`src/rtl/sd_cmd_sequencer_if.sv`:
```
// sd_cmd_sequencer_if: command request/response and byte-engine signals of the SD command sequencer
interface sd_cmd_sequencer_if;
  logic        cmd_valid_i;
  logic [5:0]  cmd_index_i;
  logic [31:0] cmd_arg_i;
  logic [6:0]  cmd_crc_i;
  logic        cmd_long_i;
  logic        cmd_ready_o;
  logic        busy_o;
  logic        cs_n_o;
  logic        eng_start_o;
  logic [7:0]  eng_tx_o;
  logic [7:0]  eng_rx_i;
  logic        eng_done_i;
  logic [7:0]  resp_r1_o;
  logic [31:0] resp_data_o;
  logic        done_o;
  logic        err_timeout_o;
  modport slave (
    input  cmd_valid_i, cmd_index_i, cmd_arg_i, cmd_crc_i, cmd_long_i, eng_rx_i, eng_done_i,
    output cmd_ready_o, busy_o, cs_n_o, eng_start_o, eng_tx_o, resp_r1_o, resp_data_o, done_o, err_timeout_o
  );
  modport master (
    output cmd_valid_i, cmd_index_i, cmd_arg_i, cmd_crc_i, cmd_long_i, eng_rx_i, eng_done_i,
    input  cmd_ready_o, busy_o, cs_n_o, eng_start_o, eng_tx_o, resp_r1_o, resp_data_o, done_o, err_timeout_o
  );
endinterface

```
`src/rtl/sd_cmd_sequencer.sv`:
```
// sd_cmd_sequencer: runs one SPI-mode SD command (frame, R1 poll, optional 32-bit trailer) over a byte engine
module sd_cmd_sequencer #(
  parameter int NCR_MAX    = 8,
  parameter int DATA_WIDTH = 8
) (
  input logic               spi_clk_i,
  input logic               spi_rst_i,
  sd_cmd_sequencer_if.slave bus
);
  typedef enum logic [2:0] {IDLE, PRE, CMD, WAIT_R1, RESP, POST, DONE} state_t;
  state_t                r_state;
  logic                  r_start, r_cs_n, r_done, r_timeout, r_long;
  logic [DATA_WIDTH-1:0] r_tx;
  logic [7:0]            r_r1, r_poll;
  logic [31:0]           r_arg, r_data;
  logic [5:0]            r_index;
  logic [6:0]            r_crc;
  logic [2:0]            r_cnt;
  logic                  w_take;
  logic [2:0]            w_sel;
  logic [7:0]            w_frame, w_poll_n;
  // a done pulse landing in the issue cycle belongs to no exchange of ours
  assign w_take   = bus.eng_done_i && !r_start;
  assign w_sel    = (r_state == PRE) ? 3'd0 : r_cnt + 3'd1;
  assign w_poll_n = r_poll + 8'd1;
  always_comb
    w_frame = (w_sel == 3'd0) ? {2'b01, r_index} :
              (w_sel == 3'd1) ? r_arg[31:24] :
              (w_sel == 3'd2) ? r_arg[23:16] :
              (w_sel == 3'd3) ? r_arg[15:8] :
              (w_sel == 3'd4) ? r_arg[7:0] : {r_crc, 1'b1};
  always_ff @(posedge spi_clk_i or posedge spi_rst_i) begin
    if (spi_rst_i) begin
      r_state   <= IDLE;
      r_start   <= 1'b0;
      r_cs_n    <= 1'b1;
      r_done    <= 1'b0;
      r_timeout <= 1'b0;
      r_long    <= 1'b0;
      r_tx      <= 8'hFF;
      r_r1      <= 8'hFF;
      r_data    <= 32'd0;
      r_poll    <= 8'd0;
      r_cnt     <= 3'd0;
      r_arg     <= 32'd0;
      r_index   <= 6'd0;
      r_crc     <= 7'd0;
    end else begin
      r_start <= 1'b0;
      r_done  <= 1'b0;
      case (r_state)
        IDLE: if (bus.cmd_valid_i) begin
          r_index   <= bus.cmd_index_i;
          r_arg     <= bus.cmd_arg_i;
          r_crc     <= bus.cmd_crc_i;
          r_long    <= bus.cmd_long_i;
          r_timeout <= 1'b0;
          r_cs_n    <= 1'b0;
          r_start   <= 1'b1;
          r_tx      <= 8'hFF;
          r_cnt     <= 3'd0;
          r_poll    <= 8'd0;
          r_state   <= PRE;
        end
        PRE: if (w_take) begin
          r_start <= 1'b1;
          r_cnt   <= 3'd0;
          r_tx    <= w_frame;
          r_state <= CMD;
        end
        CMD: if (w_take) begin
          r_start <= 1'b1;
          if (r_cnt == 3'd5) begin
            r_tx    <= 8'hFF;
            r_poll  <= 8'd0;
            r_state <= WAIT_R1;
          end else begin
            r_cnt <= r_cnt + 3'd1;
            r_tx  <= w_frame;
          end
        end
        WAIT_R1: if (w_take) begin
          r_start <= 1'b1;
          r_poll  <= w_poll_n;
          if (!bus.eng_rx_i[7]) begin
            r_r1    <= bus.eng_rx_i;
            r_cnt   <= 3'd0;
            r_state <= r_long ? RESP : POST;
          end else if (w_poll_n == NCR_MAX[7:0]) begin
            r_r1      <= 8'hFF;
            r_timeout <= 1'b1;
            r_state   <= POST;
          end
        end
        RESP: if (w_take) begin
          r_start <= 1'b1;
          r_data  <= {r_data[23:0], bus.eng_rx_i};
          r_cnt   <= r_cnt + 3'd1;
          if (r_cnt == 3'd3) r_state <= POST;
        end
        POST: if (w_take) begin
          r_cs_n  <= 1'b1;
          r_done  <= 1'b1;
          r_state <= DONE;
        end
        DONE:    r_state <= IDLE;
        default: r_state <= IDLE;
      endcase
    end
  end
  assign bus.cmd_ready_o   = (r_state == IDLE);
  assign bus.busy_o        = (r_state != IDLE);
  assign bus.cs_n_o        = r_cs_n;
  assign bus.eng_start_o   = r_start;
  assign bus.eng_tx_o      = r_tx;
  assign bus.resp_r1_o     = r_r1;
  assign bus.resp_data_o   = r_data;
  assign bus.done_o        = r_done;
  assign bus.err_timeout_o = r_timeout;
endmodule
```
`src/flat_wrapper.sv`:
```
// flat-port wrapper written by rule: the top's interface ports become plain ports
module sd_cmd_sequencer_flat 
#(
  parameter int NCR_MAX    = 8,
  parameter int DATA_WIDTH = 8
)
  (spi_clk_i, spi_rst_i, bus_cmd_valid_i, bus_cmd_index_i, bus_cmd_arg_i, bus_cmd_crc_i, bus_cmd_long_i, bus_eng_rx_i, bus_eng_done_i, bus_cmd_ready_o, bus_busy_o, bus_cs_n_o, bus_eng_start_o, bus_eng_tx_o, bus_resp_r1_o, bus_resp_data_o, bus_done_o, bus_err_timeout_o);
  sd_cmd_sequencer_if bus_i ();
  input logic spi_clk_i;
  input logic spi_rst_i;
  input wire logic [$bits(bus_i.cmd_valid_i)-1:0] bus_cmd_valid_i;
  input wire logic [$bits(bus_i.cmd_index_i)-1:0] bus_cmd_index_i;
  input wire logic [$bits(bus_i.cmd_arg_i)-1:0] bus_cmd_arg_i;
  input wire logic [$bits(bus_i.cmd_crc_i)-1:0] bus_cmd_crc_i;
  input wire logic [$bits(bus_i.cmd_long_i)-1:0] bus_cmd_long_i;
  input wire logic [$bits(bus_i.eng_rx_i)-1:0] bus_eng_rx_i;
  input wire logic [$bits(bus_i.eng_done_i)-1:0] bus_eng_done_i;
  output wire logic [$bits(bus_i.cmd_ready_o)-1:0] bus_cmd_ready_o;
  output wire logic [$bits(bus_i.busy_o)-1:0] bus_busy_o;
  output wire logic [$bits(bus_i.cs_n_o)-1:0] bus_cs_n_o;
  output wire logic [$bits(bus_i.eng_start_o)-1:0] bus_eng_start_o;
  output wire logic [$bits(bus_i.eng_tx_o)-1:0] bus_eng_tx_o;
  output wire logic [$bits(bus_i.resp_r1_o)-1:0] bus_resp_r1_o;
  output wire logic [$bits(bus_i.resp_data_o)-1:0] bus_resp_data_o;
  output wire logic [$bits(bus_i.done_o)-1:0] bus_done_o;
  output wire logic [$bits(bus_i.err_timeout_o)-1:0] bus_err_timeout_o;
  assign bus_i.cmd_valid_i = bus_cmd_valid_i;
  assign bus_i.cmd_index_i = bus_cmd_index_i;
  assign bus_i.cmd_arg_i = bus_cmd_arg_i;
  assign bus_i.cmd_crc_i = bus_cmd_crc_i;
  assign bus_i.cmd_long_i = bus_cmd_long_i;
  assign bus_i.eng_rx_i = bus_eng_rx_i;
  assign bus_i.eng_done_i = bus_eng_done_i;
  assign bus_cmd_ready_o = bus_i.cmd_ready_o;
  assign bus_busy_o = bus_i.busy_o;
  assign bus_cs_n_o = bus_i.cs_n_o;
  assign bus_eng_start_o = bus_i.eng_start_o;
  assign bus_eng_tx_o = bus_i.eng_tx_o;
  assign bus_resp_r1_o = bus_i.resp_r1_o;
  assign bus_resp_data_o = bus_i.resp_data_o;
  assign bus_done_o = bus_i.done_o;
  assign bus_err_timeout_o = bus_i.err_timeout_o;
  sd_cmd_sequencer #(.NCR_MAX(NCR_MAX), .DATA_WIDTH(DATA_WIDTH)) u_core (.spi_clk_i(spi_clk_i), .spi_rst_i(spi_rst_i), .bus(bus_i));
endmodule
```
`config.mk`:
```
export PLATFORM = sky130hd
export DESIGN_NAME = sd_cmd_sequencer_flat
export DESIGN_NICKNAME = d
export VERILOG_FILES = /design/src/rtl/sd_cmd_sequencer_if.sv /design/src/rtl/sd_cmd_sequencer.sv /design/src/flat_wrapper.sv
export SDC_FILE = /design/constraint.sdc
export NUM_CORES = 1
export LEC_CHECK = 0
export CORE_UTILIZATION = 50
export CTS_CLUSTER_DIAMETER = 200
export DETAILED_ROUTE_END_ITERATION = 8
export GPL_TIMING_DRIVEN = 0
export HOLD_SLACK_MARGIN = 0.03
export PLACE_DENSITY = 0.79
export SETUP_SLACK_MARGIN = 0.1
export SLEW_MARGIN = 20
export SYNTH_ARGS = -nofsm -noshare
export SYNTH_HDL_FRONTEND = slang
export SYNTH_SLANG_ARGS = --single-unit
```
`constraint.sdc`:
```
create_clock -name spi_clk_i -period 8.2 [get_ports spi_clk_i]
set_input_delay 1.23 -clock spi_clk_i [delete_from_list [all_inputs] [get_ports spi_clk_i]]
set_output_delay 1.23 -clock spi_clk_i [all_outputs]
set_load 0.01 [all_outputs]
```
==> images/registers.png <==
Scale: 6 px per um.
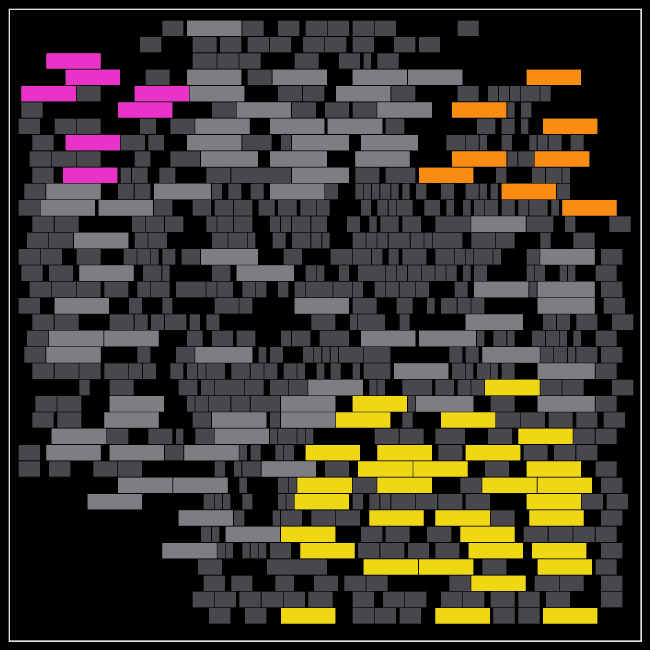
[magenta] `u_core.r_crc` | sequential cells: 7 | where: north-west
[orange] `u_core.r_poll` | sequential cells: 8 | where: north-east
[yellow] `u_core.bus.resp_data_o` | sequential cells: 32
not coloured: 65

==> images/final_placement.png <==
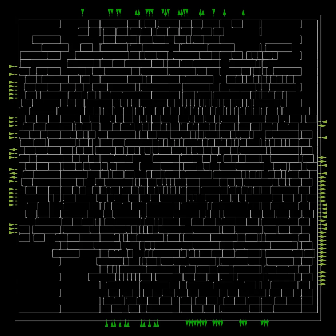
share of the final layout cell area in sequential cells: 41.4%
fin util: 66.1%
std cell rows: 37

==> images/met3.png <==
Scale: 4 px per um.
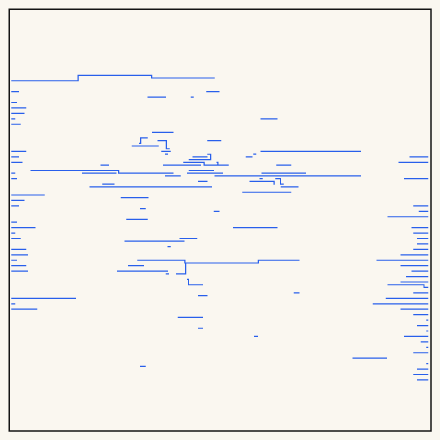
share of all routed wire: 5.6%
wire length on this layer: 701 um
main direction: horizontal
nets with wire on the layer: 99
longest straight run: 36.3 um

[cell families (layout without fill, tap and decap cells)]
group           after synthesis  in the layout  share of synthesized area (%)
compound gates              120            120                           16.3
flops                       112            112                           53.2
simple gates                 95             95                           9.66
mux                          72             72                           15.2
buf+inv                      55            183                           4.57
fa+ha+maj                     4              4                          0.942
xor+xnor                      1              1                          0.165
[power breakdown]
part           internal (mW)  total [mW]  switching [mW]
combinational          0.491       0.989           0.498
sequential             0.776       0.926           0.150
clock                  0.127       0.327           0.201
[layer usage]
| metal | vias up | share of wire (%) | GRT usage [%] |
|---|---|---|---|
| met2 | 152 | 51 | 41.5 |
| met1 | 2086 | 40 | 29.2 |
| li1 | 1949 | - | - |
| met5 | - | 0 | 0 |
| met4 | 0 | 2.6 | 10.3 |
| met3 | 27 | 5.6 | 4.12 |
==> results.md <==
| Result | This run |
|---|---|
| Status | complete, no violations |
| Die area | 11,000 um^2 |
| Number of inverters outside the clock class in the layout | 25 |
| Max VDD drop | 154 uV |
| Post-synthesis sequential element count | 112 |
| Post-synth design cell area | 5310 um^2 |
| Commonest cells in the netlist | sky130_fd_sc_hd__dfrtp_1 (95), sky130_fd_sc_hd__mux2_2 (71), sky130_fd_sc_hd__nand2_1 (25), sky130_fd_sc_hd__inv_1 (24), sky130_fd_sc_hd__a31oi_1 (21) |
| Hold Fails Final Rpt | 0 |
| Mapped Nets | 521 |
| Grt total ovfl | 0 |
| Floorplan die width | 105 um |
| I/O Buffers | 111 |
| Top cell area share | 44.8% |
| Top delay family on crit path | buffers and inverters |
| Combined flip-flop and latch cell area | 2820 um^2 |
| Number of antenna violations at the first check in global routing | 0 |
| DR vias/cell | 5.83 |
| Beginning of the worst hold path | u_core.bus.resp_r1_o[7] |
| Clock Root Buffer | sky130_fd_sc_hd__clkbuf_8 |
| Number of gates on the worst path with buffers counted | 4 |
| Buffer share of cell area | 18.9% |
| FF-to-FF End | u_core.bus.eng_tx_o[3] |
| Synth area leaders | sky130_fd_sc_hd__dfrtp_1 (45%), sky130_fd_sc_hd__mux2_2 (15%), sky130_fd_sc_hd__dfstp_2 (8.4%) |
| Chip Area, Yosys | 5310 um^2 |
| Flip-flop cell with the highest count after synthesis | sky130_fd_sc_hd__dfrtp_1 |
| Maximum number of buffers from clock root to sink | 2 |
| Area Overhead vs Synth | 28.5% |
| Proportion of cell area occupied by multi-input gates | 32.9% |
| Tally of non-filler cells in the final layout | 723 |
| Largest stage delay on the critical path | 0.55 ns |
| Pwr per Cell Area | 329 nW/um^2 |
| 1st-pass router iterations | 5 |
| Hold Crit Class | reg -> reg |
| Cell Area, Placed | 6630 um^2 |
| Placement Setup Slack | 4.95 ns |
| Peak fanout along the critical path | 10 |
| Worst Path Buf+Inv | 3 |
| Routed vias | 4,214 |
| Crit. Startpoint | u_core.r_state[2] |
| Worst clock skew on the final layout | 0.0172 ns |
| Count of cells along the worst register-to-register path | 8 |
| Placeable Area | 10,300 um^2 |
| Register share after synthesis | 53.2% |
| Reg2reg start | u_core.r_cnt[0] |
| Antenna-violating nets left | 0 |
| Slew of the pin with the lowest slew margin | 0.550 ns |
| Number of distinct library cell variants in the gate-level netlist after synthesis | 57 |
| Sequence of cells on the critical path | buf_2 -> clkinv_1 -> nand2_1 -> clkdlybuf4s50_1 |
| # Cells Yosys | 459 |
| Antenna cell count | 0 |
| Initial cell density of the core | 51.4% |
| Cell depth of the worst min-delay path | 2 |
| Final GP Congestion | 0.898 |
Power is estimated from default activity; no workload was simulated.
